Fig. 1: logic cells by family
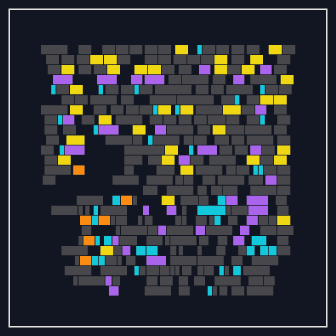
Fig. 2: clock routing
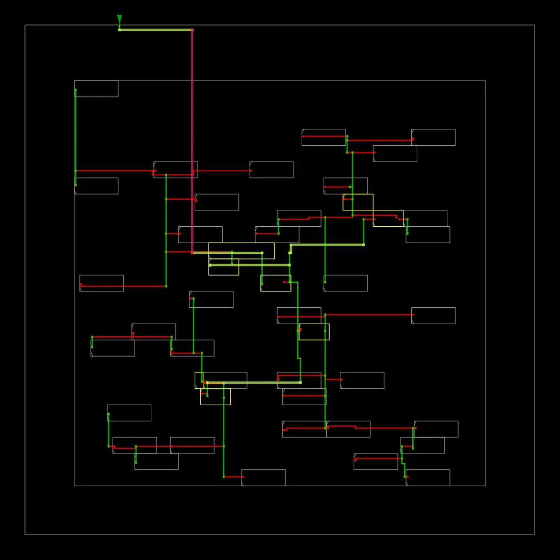
Fig. 3: cells colored by class
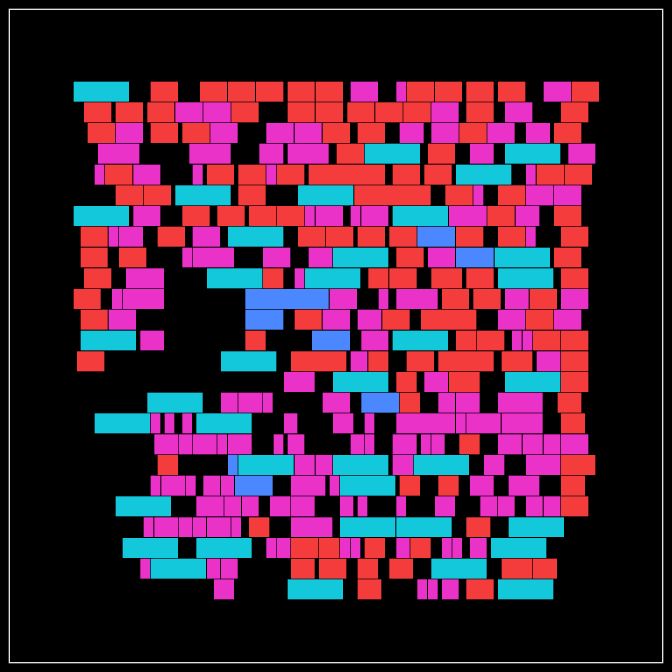
Fig. 4: sequential cells grouped by signal name
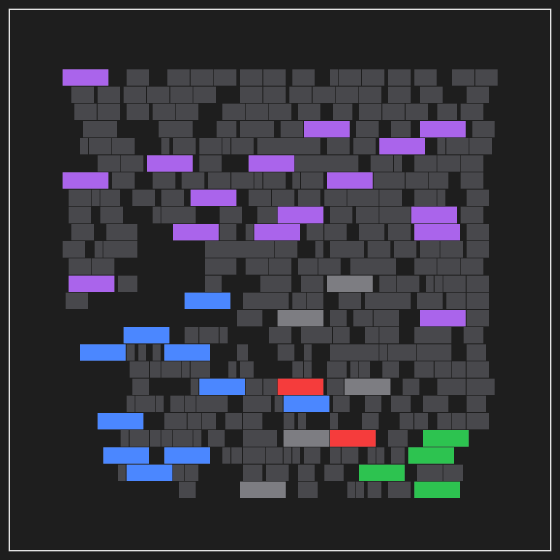
Fig. 5: clock distribution
Scale bar: 20 um.
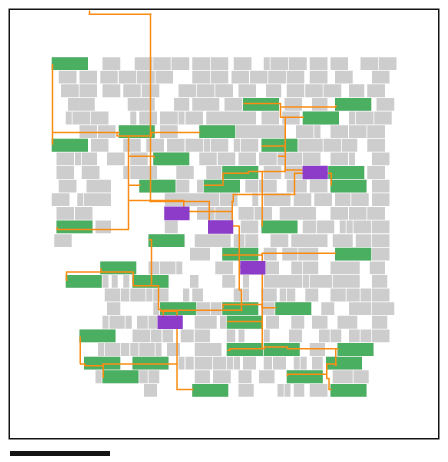
==> src/rtl/register_sync_arbiter.sv <==
// Round-robin arbiter sharing one register-synchronizer channel among NUM_REQ requesters.
// Launches one transfer at a time and reports completion or timeout abort to the owner.
module register_sync_arbiter #(
  parameter  int NUM_REQ = 4,
  parameter  int WIDTH   = 16,
  parameter  int TIMEOUT = 1024,
  localparam int ID_W    = (NUM_REQ > 1) ? $clog2(NUM_REQ) : 1,
  localparam int CNT_W   = $clog2(TIMEOUT)
) (
  input  logic                     clk,
  input  logic                     rst,
  input  logic [NUM_REQ-1:0]       req,
  input  logic [NUM_REQ*WIDTH-1:0] req_data,
  output logic                     sync_en,
  output logic [WIDTH-1:0]         sync_data,
  output logic [ID_W-1:0]          sync_id,
  input  logic                     sync_ack,
  output logic [NUM_REQ-1:0]       done,
  output logic                     err,
  output logic                     busy
);

  typedef enum logic {
    S_IDLE     = 1'b0,
    S_WAIT_ACK = 1'b1
  } state_t;

  // Round-robin pick: lowest offset k in 1..NUM_REQ from last grant wins.
  function automatic logic [ID_W:0] f_rr_pick(input logic [NUM_REQ-1:0] r,
                                              input logic [ID_W-1:0]    last);
    logic [ID_W:0] res;
    int            c;
    res = '0;
    for (int k = NUM_REQ; k >= 1; k--) begin
      c = (int'(last) + k) % NUM_REQ;
      if (r[c]) res = {1'b1, ID_W'(c)};
    end
    return res;
  endfunction

  function automatic logic [WIDTH-1:0] f_slice(input logic [NUM_REQ*WIDTH-1:0] d,
                                               input logic [ID_W-1:0]          idx);
    logic [WIDTH-1:0] res;
    res = '0;
    for (int j = 0; j < NUM_REQ; j++) begin
      if (ID_W'(j) == idx) res = d[j*WIDTH +: WIDTH];
    end
    return res;
  endfunction

  state_t               r_state;
  logic                 r_sync_en;
  logic [WIDTH-1:0]     r_sync_data;
  logic [ID_W-1:0]      r_sync_id;
  logic [NUM_REQ-1:0]   r_done;
  logic                 r_err;
  logic                 r_busy;
  logic [CNT_W-1:0]     r_cnt;
  logic [ID_W-1:0]      r_last;

  state_t               w_nxt_state;
  logic                 w_nxt_en;
  logic [WIDTH-1:0]     w_nxt_data;
  logic [ID_W-1:0]      w_nxt_id;
  logic [NUM_REQ-1:0]   w_nxt_done;
  logic                 w_nxt_err;
  logic [CNT_W-1:0]     w_nxt_cnt;
  logic [ID_W-1:0]      w_nxt_last;
  logic [NUM_REQ-1:0]   w_req_elig;
  logic [ID_W:0]        w_pick;
  logic [WIDTH-1:0]     w_win_data;

  // The owner finishing this cycle is masked so a held req is not re-granted at once.
  assign w_req_elig = req & ~r_done;
  assign w_pick     = f_rr_pick(w_req_elig, r_last);
  assign w_win_data = f_slice(req_data, w_pick[ID_W-1:0]);

  always_comb begin
    w_nxt_state = r_state;
    w_nxt_en    = 1'b0;
    w_nxt_data  = r_sync_data;
    w_nxt_id    = r_sync_id;
    w_nxt_done  = '0;
    w_nxt_err   = 1'b0;
    w_nxt_cnt   = r_cnt;
    w_nxt_last  = r_last;
    case (r_state)
      S_IDLE: begin
        if (w_pick[ID_W]) begin
          w_nxt_state = S_WAIT_ACK;
          w_nxt_en    = 1'b1;
          w_nxt_data  = w_win_data;
          w_nxt_id    = w_pick[ID_W-1:0];
          w_nxt_last  = w_pick[ID_W-1:0];
          w_nxt_cnt   = '0;
        end
      end
      S_WAIT_ACK: begin
        // Ack takes precedence over a coincident timeout.
        if (sync_ack) begin
          w_nxt_state = S_IDLE;
          w_nxt_done  = NUM_REQ'(1) << r_sync_id;
        end else if (r_cnt == CNT_W'(TIMEOUT - 1)) begin
          w_nxt_state = S_IDLE;
          w_nxt_done  = NUM_REQ'(1) << r_sync_id;
          w_nxt_err   = 1'b1;
        end else begin
          w_nxt_cnt   = r_cnt + CNT_W'(1);
        end
      end
      default: w_nxt_state = S_IDLE;
    endcase
  end

  always_ff @(posedge clk) begin
    if (rst) begin
      r_state     <= S_IDLE;
      r_sync_en   <= 1'b0;
      r_sync_data <= '0;
      r_sync_id   <= '0;
      r_done      <= '0;
      r_err       <= 1'b0;
      r_busy      <= 1'b0;
      r_cnt       <= '0;
      r_last      <= ID_W'(NUM_REQ - 1);
    end else begin
      r_state     <= w_nxt_state;
      r_sync_en   <= w_nxt_en;
      r_sync_data <= w_nxt_data;
      r_sync_id   <= w_nxt_id;
      r_done      <= w_nxt_done;
      r_err       <= w_nxt_err;
      r_busy      <= (w_nxt_state != S_IDLE);
      r_cnt       <= w_nxt_cnt;
      r_last      <= w_nxt_last;
    end
  end

  assign sync_en   = r_sync_en;
  assign sync_data = r_sync_data;
  assign sync_id   = r_sync_id;
  assign done      = r_done;
  assign err       = r_err;
  assign busy      = r_busy;

endmodule

==> config.mk <==
export PLATFORM = sky130hd
export DESIGN_NAME = register_sync_arbiter
export DESIGN_NICKNAME = d
export VERILOG_FILES = /design/src/rtl/register_sync_arbiter.sv
export SDC_FILE = /design/constraint.sdc
export NUM_CORES = 1
export LEC_CHECK = 0
export ABC_CLOCK_PERIOD_IN_PS = 1900
export CAP_MARGIN = 20
export CORE_MARGIN = 8
export CORE_UTILIZATION = 40
export DETAILED_ROUTE_END_ITERATION = 6
export GPL_TIMING_DRIVEN = 1
export HOLD_SLACK_MARGIN = 0.12
export PLACE_DENSITY = 0.8
export SYNTH_ARGS = -nofsm -noshare
export SYNTH_HDL_FRONTEND = slang
export SYNTH_SLANG_ARGS = --single-unit
==> constraint.sdc <==
create_clock -name clk -period 1.9 [get_ports clk]
set_input_delay 0.57 -clock clk [delete_from_list [all_inputs] [get_ports clk]]
set_output_delay 0.57 -clock clk [all_outputs]
set_load 0.02 [all_outputs]
==> reports/summary.json <==
{
  "worst_setup_hold_path_clk_slew_ns": 0.07,
  "ys_types": 43,
  "core_sq_mm": 0.00469,
  "critPathMaxStageDelay_ns": 0.64,
  "ys_seq_share_pct": 38.3,
  "detailed_place.area_sq_mm": 0.00307,
  "grt_antenna_before_repair": 0,
  "rr_startpoint": "r_cnt[3]$_SDFFE_PP0P_",
  "yosys_most_used_dff": "sky130_fd_sc_hd__dfxtp_1",
  "dp_hpwl_um": 4770,
  "count_of_yosys_warnings_during_synthesis": 0,
  "hp-start": "sync_data[5]$_SDFFE_PP0P_",
  "crit_path_start": "sync_data[1]$_SDFFE_PP0P_",
  "yosysMostFrequentCell": "sky130_fd_sc_hd__dfxtp_1",
  "total_cells_reported_by_yosys_after_synthesis": 196,
  "floorplan.die.width_um": 85.5,
  "netlist_area_sq_mm": 0.00193,
  "ioPinCount": 96,
  "largest_net_degree_at_the_start_of_global_routing": 17,
  "internal_power_w": 0.00177,
  "worstPathBufferInverterCount": 1,
  "status": "finished clean",
  "critical_path_arrival_ns": 1.28,
  "comb_area_sq_mm": 0.00114,
  "final_ws_setup_ns": 0.0533,
  "io_buffer_count": 95,
  "buffer_area_share_pct": 37.2,
  "synthesis.instances": 196,
  "fp_util_pct": 41.2,
  "power_switching_w": 0.000694,
  "critPathKind": "register to output port",
  "layout-drive-gt1-share_pct": 16.2,
  "nonClockBufferCount": 120,
  "hold_viol": 0,
  "post_detailed_route_count_of_antenna_violating_nets": 0,
  "post-route-period-util_pct": 97.2,
  "grt_first_pass_wirelength_um": 9700,
  "ys_top_cells_by_area": "sky130_fd_sc_hd__dfxtp_1 38%, sky130_fd_sc_hd__mux2i_1 18%, sky130_fd_sc_hd__o221ai_2 4.7%",
  "yosysTopAreaCellShare_pct": 38.3,
  "min_period_ns": 1.85,
  "warning_count": 26
}
-- Fig. 1 (at the start) --
color	family	cells	most used
cyan	nand cells	36	nand2_1
purple	aoi and oai cells	31	o221ai_1
yellow	mux cells	34	mux2i_1
orange	xor and xnor cells	6	xor2_1
number of cells in the finished layout apart from fillers: 368
proportion of cell area occupied by multi-input gates: 34.5%
Commonest Layout Cell: sky130_fd_sc_hd__clkdlybuf4s50_1

-- Fig. 2 (at the start) --
Clock Sink Count: 37
final setup skew: 0.00401 ns
Late-Pin Clk Latency: 0.29 ns
layout sequential cell count: 37

-- Fig. 3 (at the start) --
color	class	cells
magenta	remaining logic cells	149
red	remaining buffers and delay cells	120
cyan	registers	37
blue	clock drivers and dummy loads	8
post-route cell area: 0.00329 sq mm
share of cell area taken by flip-flops and latches: 22.5%
number of standard-cell rows in the floorplan: 25

-- Fig. 4 (at the start) --
color	name in the netlist	placed flops
green	done	4
purple	sync_data	16
red	sync_id	2
blue	r_cnt	10

-- Fig. 5 (at the start) --
[orange] clock wires | length: 523 um
[green] flip-flops | count: 37
[purple] clock-net drivers | count: 5
routed clock nets	6
power of the clock network: 0.000709 W
clock group share of total power: 28.7%

==> state kept, by name, summed over array words and instances, names as in the netlist <==
| signal | cells |
|---|---|
| sync_data | 16 |
| r_cnt | 10 |
| done | 4 |
| r_last | 2 |
| sync_id | 2 |
| busy | 1 |
| err | 1 |
| sync_en | 1 |
==> layer usage <==
metal	global-route usage, %	vias up	wire length [um]
met5	0	-	0
met3	3.92	4	257
met1	19.4	898	2610
met2	28.8	45	3330
li1	-	967	-
met4	5.10	0	78
==> kinds of logic (layout without fill, tap and decap cells) <==
logic type,after synthesis,in the layout,synth area share (%)
compound gates,31,31,15.6
xor+xnor,6,6,2.72
fa+ha+maj,1,1,0.648
buf+inv,12,130,4.14
flops,37,37,38.3
mux,34,34,17.6
simple gates,75,75,20.9
Power figures rest on the tool's default switching activity, not on a simulated workload.
